$ cat src/rtl/hazard_controller.sv
// -----------------------------------------------------------------------------
// hazard_controller
//
// Pipeline hazard unit for a classic 5-stage in-order pipeline. Detects
// load-use hazards between ID/EX and IF/ID, inserts LOAD_USE_STALLS bubble
// cycles, flushes IF/ID on a taken branch, and freezes the whole pipeline
// while data memory is busy.
//
// Optional feature: define HAZARD_STATS_EN to build the 16-bit saturating
// load-use bubble counter behind stallCycles. Without it the port reads 0.
//
// Parameters
//   LOAD_USE_STALLS  bubble cycles per load-use hazard (1..3)
//   REG_ADDR_W       register address width
//
// Ports
//   clock          in   rising-edge clock
//   reset          in   asynchronous active-low reset
//   memReadIdEx    in   ID/EX instruction is a load
//   rtIdEx         in   load destination register in ID/EX
//   rsIfId         in   rs source of the IF/ID instruction
//   rtIfId         in   rt source of the IF/ID instruction
//   usesRtIfId     in   IF/ID instruction reads rt
//   branchTakenEx  in   branch/jump resolved taken in EX
//   memBusy        in   data memory not ready
//   pcWrite        out  PC update enable
//   ifIdWrite      out  IF/ID write enable
//   ifIdFlush      out  clear IF/ID to a NOP
//   hzdControl     out  select zero control into ID/EX (bubble)
//   pipeFreeze     out  hold all pipeline registers
//   stallCycles    out  count of load-use bubble cycles
// -----------------------------------------------------------------------------
module hazard_controller #(
  parameter int LOAD_USE_STALLS = 1,
  parameter int REG_ADDR_W      = 5
) (
  input  logic                  clock,
  input  logic                  reset,
  input  logic                  memReadIdEx,
  input  logic [REG_ADDR_W-1:0] rtIdEx,
  input  logic [REG_ADDR_W-1:0] rsIfId,
  input  logic [REG_ADDR_W-1:0] rtIfId,
  input  logic                  usesRtIfId,
  input  logic                  branchTakenEx,
  input  logic                  memBusy,
  output logic                  pcWrite,
  output logic                  ifIdWrite,
  output logic                  ifIdFlush,
  output logic                  hzdControl,
  output logic                  pipeFreeze,
  output logic [15:0]           stallCycles
);

  typedef enum logic {
    RUN   = 1'b0,
    STALL = 1'b1
  } state_t;

  // Bubbles still owed after the one issued in the detecting cycle.
  localparam logic [1:0] CNT_INIT = 2'(LOAD_USE_STALLS - 1);

  state_t     state, state_next;
  logic [1:0] cnt, cnt_next;
  logic       hazard;

  // Register 0 is hard-wired zero, so a load "into" it never creates a hazard.
  assign hazard = memReadIdEx && (rtIdEx != '0) &&
                  ((rtIdEx == rsIfId) || (usesRtIfId && (rtIdEx == rtIfId)));

  always_ff @(posedge clock or negedge reset) begin
    if (!reset) begin
      state <= RUN;
      cnt   <= '0;
    end else begin
      state <= state_next;
      cnt   <= cnt_next;
    end
  end

  always_comb begin
    state_next = state;
    cnt_next   = cnt;
    pcWrite    = 1'b1;
    ifIdWrite  = 1'b1;
    ifIdFlush  = 1'b0;
    hzdControl = 1'b0;
    pipeFreeze = 1'b0;
    if (!reset) begin
      // Outputs forced to the free-running pattern while reset is held.
    end else if (memBusy) begin
      // Freeze wins over everything; state and cnt hold.
      pipeFreeze = 1'b1;
      pcWrite    = 1'b0;
      ifIdWrite  = 1'b0;
    end else begin
      unique case (state)
        RUN: begin
          if (branchTakenEx) begin
            // Flush the wrong-path instruction and bubble ID/EX; the
            // squashed instruction makes any coincident hazard moot.
            ifIdFlush  = 1'b1;
            hzdControl = 1'b1;
          end else if (hazard) begin
            pcWrite    = 1'b0;
            ifIdWrite  = 1'b0;
            hzdControl = 1'b1;
            if (LOAD_USE_STALLS > 1) begin
              state_next = STALL;
              cnt_next   = CNT_INIT;
            end
          end
        end
        STALL: begin
          pcWrite    = 1'b0;
          ifIdWrite  = 1'b0;
          hzdControl = 1'b1;
          cnt_next   = cnt - 2'd1;
          if (cnt == 2'd1) begin
            state_next = RUN;
          end
        end
        default: state_next = RUN;
      endcase
    end
  end

`ifdef HAZARD_STATS_EN
  // A bubble without a flush can only come from a load-use hazard; freeze
  // and reset both force hzdControl low, so they never count.
  logic        load_use_bubble;
  logic [15:0] stall_count;

  assign load_use_bubble = hzdControl && !ifIdFlush;

  always_ff @(posedge clock or negedge reset) begin
    if (!reset) begin
      stall_count <= '0;
    end else if (load_use_bubble && (stall_count != 16'hFFFF)) begin
      stall_count <= stall_count + 16'd1;
    end
  end

  assign stallCycles = stall_count;
`else
  assign stallCycles = 16'h0000;
`endif

endmodule

$ cat config.mk
export PLATFORM = sky130hd
export DESIGN_NAME = hazard_controller
export DESIGN_NICKNAME = d
export VERILOG_FILES = /design/src/rtl/hazard_controller.sv
export SDC_FILE = /design/constraint.sdc
export NUM_CORES = 1
export LEC_CHECK = 0
export CAP_MARGIN = 10
export CORE_MARGIN = 2
export CORE_UTILIZATION = 31
export DETAILED_ROUTE_END_ITERATION = 8
export MAX_ROUTING_LAYER = met4
export PLACE_DENSITY = 0.83
export SYNTH_ARGS = -nofsm -noshare
export SYNTH_HDL_FRONTEND = slang
export SYNTH_SLANG_ARGS = --single-unit
$ cat constraint.sdc
create_clock -name clock -period 2.24 [get_ports clock]
set_clock_uncertainty 0.1 [all_clocks]
set_input_delay 0.224 -clock clock [delete_from_list [all_inputs] [get_ports clock]]
set_output_delay 0.224 -clock clock [all_outputs]
set_load 0.05 [all_outputs]
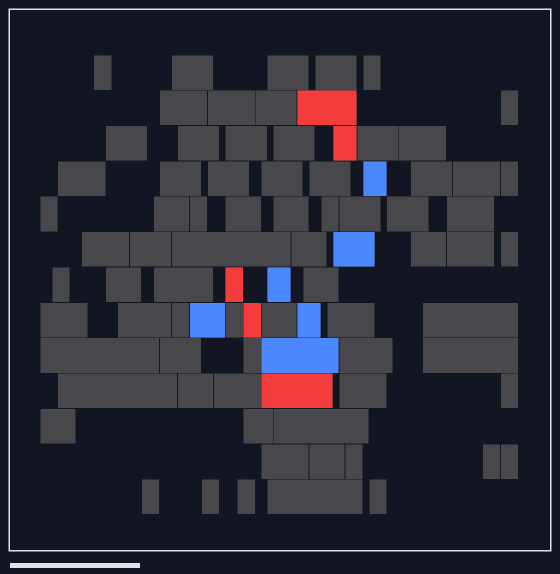
Run 1: gate-type map
Bar = 10 um.
red -> NOR gates  # cells 5, where center
blue -> inverting AOI/OAI gates  # cells 6, where center
Commonest Layout Cell: conb_1
Layout Cells excl Fill: 99
Comb area share: 0.396

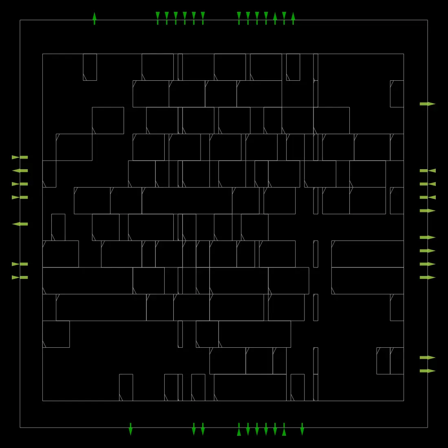
Run 1: cell outlines without signal wires
final core occ: 0.575
Site Rows: 13
num tapcells: 15

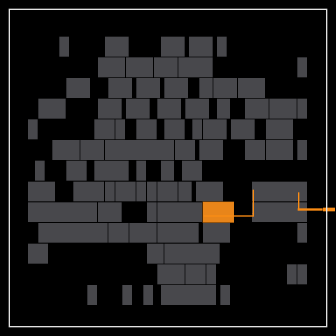
Run 1: port wiring
orange -> ifIdWrite  # bits 1, direction output, edge right, end cells 1, buffers 1, wire 15.0 um

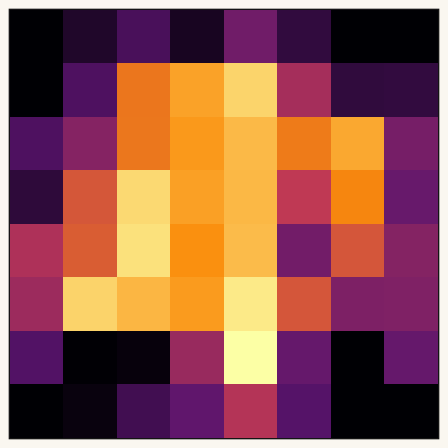
Run 1: cell density map
The die is cut into 8 by 8 equal tiles; black is low, pale yellow is high, 0 to 100% covered.
nearly empty tiles = 16%
emptiest ninth of the die = lower right
mean over tiles = 42%
densest ninth of the die = center
tiles over 75% full = 25%

[run 1: cell usage in the layout, fill, tap and decap left out, types with 2 or more instances in the layout]
| cell type | count |
|---|---|
| dlygate4sd2_1 | 7 |
| nor2_1 | 2 |
| buf_4 | 7 |
| inv_1 | 2 |
| o21ai_0 | 2 |
| buf_12 | 4 |
| clkbuf_4 | 3 |
| dfrtp_1 | 3 |
| conb_1 | 16 |
| clkdlybuf4s50_1 | 13 |
| xnor2_1 | 2 |
| xor2_1 | 9 |
[run 1: metal layers]
metal,wire [um],vias up,GRT usage,part of all wire
li1,-,205,-,-
met1,377,190,0.148,0.37
met2,592,18,0.231,0.58
met3,58,0,0.0348,0.056
met4,0,0,0.0387,0
met5,0,-,-,0
[run 1: sequential cells by signal, indices dropped and copies added (netlist names)]
name,flops
state,1
cnt,2
[run 1: metrics by stage]
step,cell area (um2),util,hold slack (ns),cells
floorplan,507,-,-0.172,66
global placement,731,0.562,0.349,95
detailed placement,731,0.562,0.356,95
CTS,748,0.575,0.112,99
global route,748,0.575,0.124,99
finish,748,0.575,0.123,99
[run 1: power breakdown]
| group | total (uW) | switching [uW] | internal [uW] |
|---|---|---|---|
| sequential | 54.6 | 0 | 54.6 |
| combinational | 167 | 107 | 60.6 |
| clock | 90.1 | 23.6 | 66.4 |
[run 1: worst max-delay path, stage by stage]
cell and delay (ns):
clkdlybuf4s50_1 0.41, xor2_1 0.15, nor4_2 0.22, a32oi_1 0.17
o41a_1 0.48, buf_12 0.19
[run 1: cells in the mapped netlist]
master | count | area [um2]
a21boi_0 | 1 | 7.51
a32oi_1 | 1 | 8.76
and2_1 | 1 | 6.26
buf_4 | 17 | 128
conb_1 | 1 | 3.75
dfrtp_1 | 3 | 75.1
ha_1 | 1 | 12.5
inv_1 | 2 | 7.51
mux2_2 | 1 | 11.3
nand2_1 | 1 | 3.75
nor2_1 | 2 | 7.51
nor3_1 | 1 | 5.00
nor4_2 | 1 | 12.5
nor4b_1 | 1 | 8.76
o21ai_0 | 3 | 15.0
o41a_1 | 1 | 11.3
o41ai_1 | 1 | 8.76
or4_1 | 1 | 7.51
xnor2_1 | 2 | 17.5
xor2_1 | 9 | 78.8
[run 1: area by class of cell]
type,count,area [um2]
clock buffer,4,26.3
fill,124,553
inverter,2,7.51
multi-input combinational,44,297
sequential,3,75.1
tap,15,18.8
timing repair buffer,31,324
[run 1: worst min path at each step]
| stage | end | slack (ns) |
|---|---|---|
| 6_report | state | 0.12 |
| 5_1_grt | state | 0.12 |
| 4_1_cts | cnt[1] | 0.11 |
| 3_5_place_dp | cnt[1] | 0.36 |
| 3_3_place_gp | cnt[1] | 0.35 |
| 2_1_floorplan | cnt[0] | -0.17 |
[run 1: repair_timing]
item / 4_1_cts / 5_1_grt
endpoints found under the setup margin: 3 / 2
gates resized: 8 / 0
pin swaps: 4 / 1
==> Slide: Implementation Results, run 1 <==
Physical Implementation Snapshot

Synthesis
  • YS chip area: roughly 440 um2
  • Cell Area, Synth: 437 um2
  • Fa+ha+maj area frac: 0.0287
  • Ys cells: between 50 and 60
  • Synthesized flop and latch total: 3
  • Register area share after synthesis: 0.172
  • Mux frac, synth: 0.0258
  • Synth Instances: 51
  • Unique cell types: 20
  • Simple-Gate Fraction of Synth Area: 0.117
  • AND-OR/OR-AND Cells, Area Fraction: 0.117
  • Xor+xnor area frac: 0.221

Route
  • Final wirelength: 1030 um
  • Wire length per cell: roughly 10 um
  • First-pass DRT Iterations: 4
  • Antenna-violating nets left: 0
  • Vias per cell: about 4.2
  • Initial drt markers: 2

Floorplan
  • I/O Pins: 42
  • Die H: between 40 and 50 um
  • Die extent in x: around 42 um
  • Die area: 0.00172 mm2
  • Core Footprint: 0.00130 mm2

Worst setup path
  • Setup crit start: rtIfId[3]
  • Worst R2R Path Depth: 2
  • Critical path data required time: 1.92 ns
  • Slack of the worst reg-to-reg path: ~1.1 ns
  • CP endpoint kind: primary output
  • Startpoint types: input port
  • Capture point of the worst path: ifIdWrite
  • Arrival @ worst endpoint: 1.84 ns
  • Capturing point of the worst reg2reg path: cnt[1]
  • Max FO, Critical Path: 2
  • FF-to-FF Start: cnt[0]
  • CP Class: input port to primary output

Final timing
  • Cycle use final: 0.965
  • Fin Setup TNS: 0 ns
  • RSZ-0062 raised after global routing: no
  • Setup ws final: 0.0777 ns
  • Final Hold Vio Count: 0

Clock tree
  • Worst skew pair latency: 0.23 ns
  • CTS Buffer Depth: 2
  • Post-CTS Repair Setup Buffers: 0
  • Post-CTS Hold Fix Bufs: 0
  • TritonCTS Buffers: 3
  • CTS HTree Levels: 1
  • CTS root buf: clkbuf_4
  • Clock sink count: 3
  • Clk pin slew, worst setup/hold paths: 0.03 ns
  • CTS tree: done

Hold path
  • Worst hold path type: input port to asynchronous set/reset pin

GRT
  • Gr usage total: 0.133
  • Largest net degree at the start of global routing: 7
  • Initial antenna violation count: 0
  • Global-route wire length before repair: around 1700 um
  • Vias in the first global route: about 380

Placement
  • DP HPWL: 922 um
  • RePlAce Congestion: 0.661
  • Port buffer count: 25
  • Dpl ws: -0.0837 ns

Flow run
  • OpenROAD warning count: 26
  • # Max-Cap Violations: 0

Power and ir drop
  • Power per cell area: between 400 and 500 mW/mm2
  • VDD IR max: 0.279 mV
  • Overall Power: 312 uW
  • P_leak: 0.000355 uW

Cells and area
  • Layout cells sized above 1: 0.214
  • Synth-to-Final Area Change: 71.3%
  • Antenna cells: 0
  • Final Net Count: 107

Run status
  • Run status: complete, no violations
Run 1, M3 wires:
Bar = 10 um.
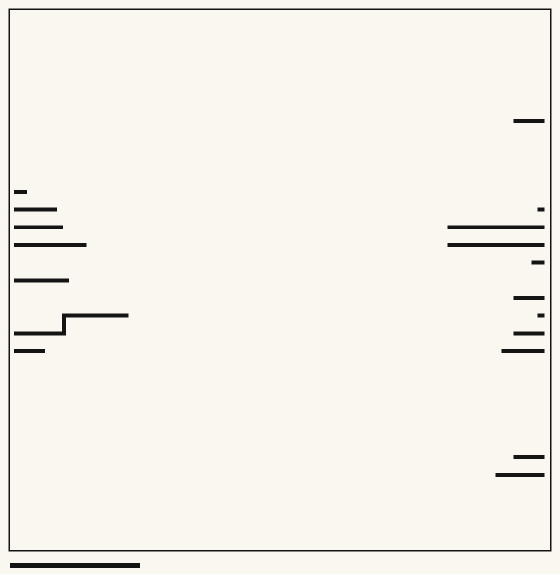

==> run 2, diff against run 1 <==
Settings changed: MAX_ROUTING_LAYER met4 to not set.
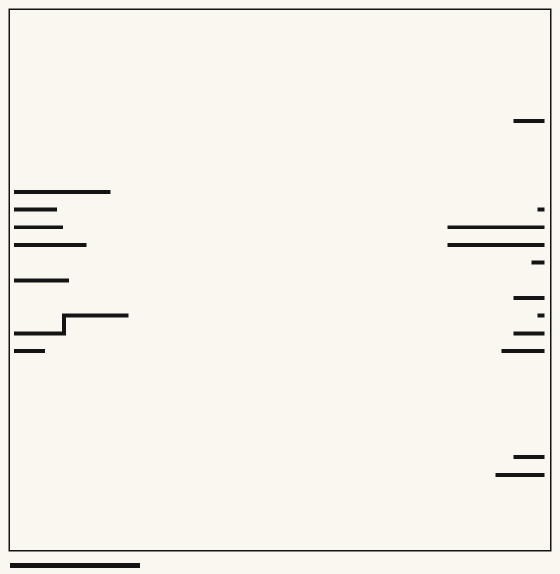
Run 2: M3 wires
Bar = 10 um.
main direction = horizontal
nets with wire on the layer = 18
share of all routed wire = 6.3%
longest straight run = 7.10 um
grt met3 use: 0.0391
final wirelength: 1030 um
routed via count: 413

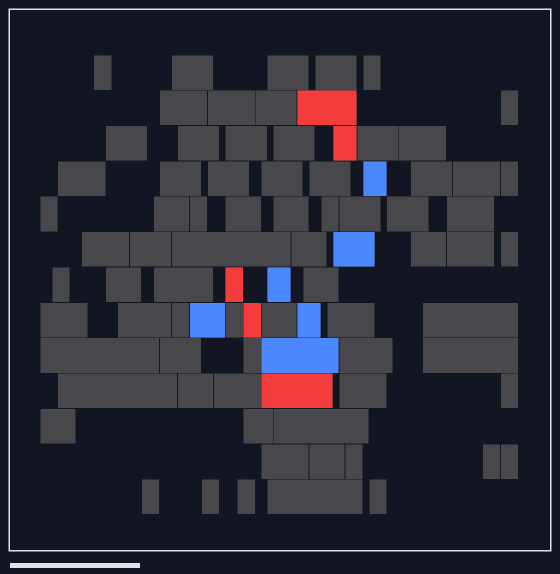
Run 2: gate-type map
Bar = 10 um.
red -> NOR gates  # cells 5, where center
blue -> inverting AOI/OAI gates  # cells 6, where center

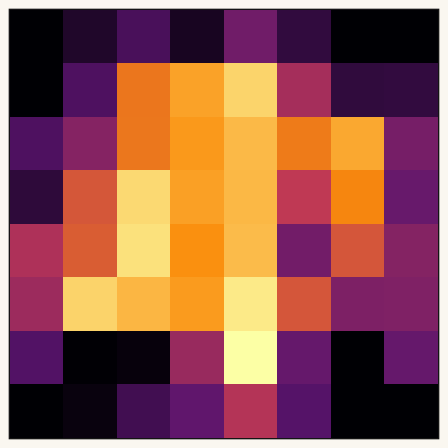
Run 2: cell density map
The die is cut into 8 by 8 equal tiles; black is low, pale yellow is high, 0 to 100% covered.
mean over tiles = 42%
tiles over 75% full = 25%
fullest tile = 100%
emptiest ninth of the die = lower right
nearly empty tiles = 16%
densest ninth of the die = center
Core Footprint: 0.00130 mm2
fp_density: 0.336

==> run 2 against run 1 <==
  * Sequential power is essentially flat
  * Via count is the same
  * Power is essentially flat
  * Wire length is the same
  * Flip-flop count is the same
  * Non-clock buffer count is the same
  * Synthesized cell count is the same
  * Sequential share of layout area is the same
  * First-iteration DRC count is the same
  * Clock power is essentially flat
  * Die area is the same
  * Critical endpoint unchanged
  * Utilization is the same
==> Slide: Implementation Results, run 2 <==
Physical Implementation Snapshot

Run status
  • Run status: complete, no violations (unchanged)

Worst setup path
  • CP Class: input port to primary output (unchanged)
  • Critical path data required time: 1.92 ns (about the same)
  • Slowest cell on the critical path: o41a_1 (unchanged)
  • Arrival @ worst endpoint: 1.84 ns (about the same)
  • CP Cell Sequence: clkdlybuf4s50_1 -> xor2_1 -> nor4_2 -> a32oi_1 -> o41a_1 -> buf_12 (unchanged)

Power and ir drop
  • Reg power frac: 0.175 (about the same)
  • Comb pwr share: 0.536 (about the same)
  • Power per cell area: 417 mW/mm2 (about the same)
  • Pint: 182 uW (unchanged)
  • VDD IR max: 0.279 mV (unchanged)
  • P_leak: 0.000355 uW (unchanged)

Placement
  • Port buffer count: 25 (unchanged)
  • DP HPWL: 922 um (unchanged)
  • Post-Place Cells: 95 (unchanged)
  • RePlAce Congestion: 0.655 (was 0.661)

Synthesis
  • Register area share after synthesis: 0.172 (unchanged)
  • Yosys top cell by area: buf_4 (unchanged)
  • Top-area cell share: 0.292 (unchanged)
  • Ys cells: 51 (unchanged)
  • Unique cell types: 20 (unchanged)
  • YS chip area: 437 um2 (unchanged)
  • Top cells by area: buf_4 29%, xor2_1 18%, dfrtp_1 17% (unchanged)
  • Synth Instances: 51 (unchanged)

Cells and area
  • Commonest Layout Cell: conb_1 (unchanged)
  • Synth-to-Final Area Change: 71.3% (unchanged)
  • Top reg by flops: cnt (unchanged)
  • Design area: 748 um2 (unchanged)
  • Antenna cells: 0 (unchanged)
  • Top flop regs: cnt x2, state x1 (unchanged)
  • Layout cells sized above 1: 0.214 (unchanged)

GRT
  • Global-route wire length before repair: 1730 um (unchanged)
  • Vias in the first global route: 380 (unchanged)

Route
  • Wire length per cell: 10.4 um (unchanged)
  • Wire length on met3: 64 um (was 58 um)
  • Top Layer Used: met3 (unchanged)
  • DRT met1 WL: 371 um (was 377 um)

Clock tree
  • CTS tree: done (unchanged)
  • Clock sink count: 3 (unchanged)
  • Worst skew pair latency: 0.23 ns (about the same)

Floorplan
  • Site Rows: 13 (unchanged)
  • Die area: 0.00172 mm2 (unchanged)

Final timing
  • Fin Setup TNS: 0 ns (unchanged)
  • Final Hold Vio Count: 0 (unchanged)
  • Cycle use final: 0.965 (unchanged)
-- run 2: cell counts after synthesis --
Identical to the previous run, type by type.
-- run 2: repair_timing --
| item | 4_1_cts | 5_1_grt |
|---|---|---|
| endpoints found under the setup margin | 3 | 2 |
| pin swaps | 4 | 1 |
| buffers inserted | 0 | 0 |
| resized | 8 | 0 |
-- run 2: path summary, 6_finish.rpt --
check,cells past startpoint,end,from
setup / recovery,6,ifIdWrite,rtIfId[3]
hold / removal,1,state,reset
setup reg to reg,2,cnt[1],cnt[0]
hold reg to reg,1,cnt[0],cnt[0]
max in group asynchronous,1,cnt[0],reset
min in group clock,1,cnt[0],cnt[0]
-- run 2: area by class of cell --
| class | instances | area [um2] |
|---|---|---|
| repair buffers | 31 | 324 |
| multi-input cells | 44 | 297 |
| flip-flops and latches | 3 | 75.1 |
| inverters | 2 | 7.51 |
| well taps | 15 | 18.8 |
| clock buffers | 4 | 26.3 |
| fillers | 124 | 553 |
-- run 2: worst max-delay path, delay by kind of cell --
kind,cells,cell delay [ns]
buffers and inverters,2,0.60
AOI/OAI and AO/OA,2,0.65
and+or+nand+nor,1,0.22
xor gates and xnor gates,1,0.15
-- run 2: power groups by stage --
stage	Combinational, uW	Clock, uW	Sequential (uW)
global route	175	99.8	54.5
detailed placement	171	0	55.2
global placement	169	0	55.2
CTS	167	95.2	54.5
floorplan	122	0	55.2
finish	167	90.1	54.6
-- run 2: cells by family after synthesis --
group	after synthesis	synth area share
buffers and inverters	19	0.309
xor gates and xnor gates	11	0.221
and+or+nand+nor	8	0.117
AOI/OAI and AO/OA	7	0.117
DFF	3	0.172
adders and majority gates	1	0.0286
other	1	0.00859
muxes	1	0.0258
-- run 2: metrics by stage --
step                hold slack (ns)   util  total power (uW)  setup slack [ns]
finish                        0.123  0.575               312            0.0777
global route                  0.124  0.575               330            0.0104
CTS                           0.112  0.575               317            0.0239
detailed placement            0.356  0.562               226           -0.0837
global placement              0.349  0.562               224           -0.0167
floorplan                    -0.172      -               177             0.134
-- run 2: metal layers --
layer | global-route usage | vias up
met5 | 0 | -
met4 | 0.0387 | 0
met3 | 0.0391 | 0
met2 | 0.231 | 18
met1 | 0.145 | 190
li1 | - | 205
Power is estimated from default activity; no workload was simulated.
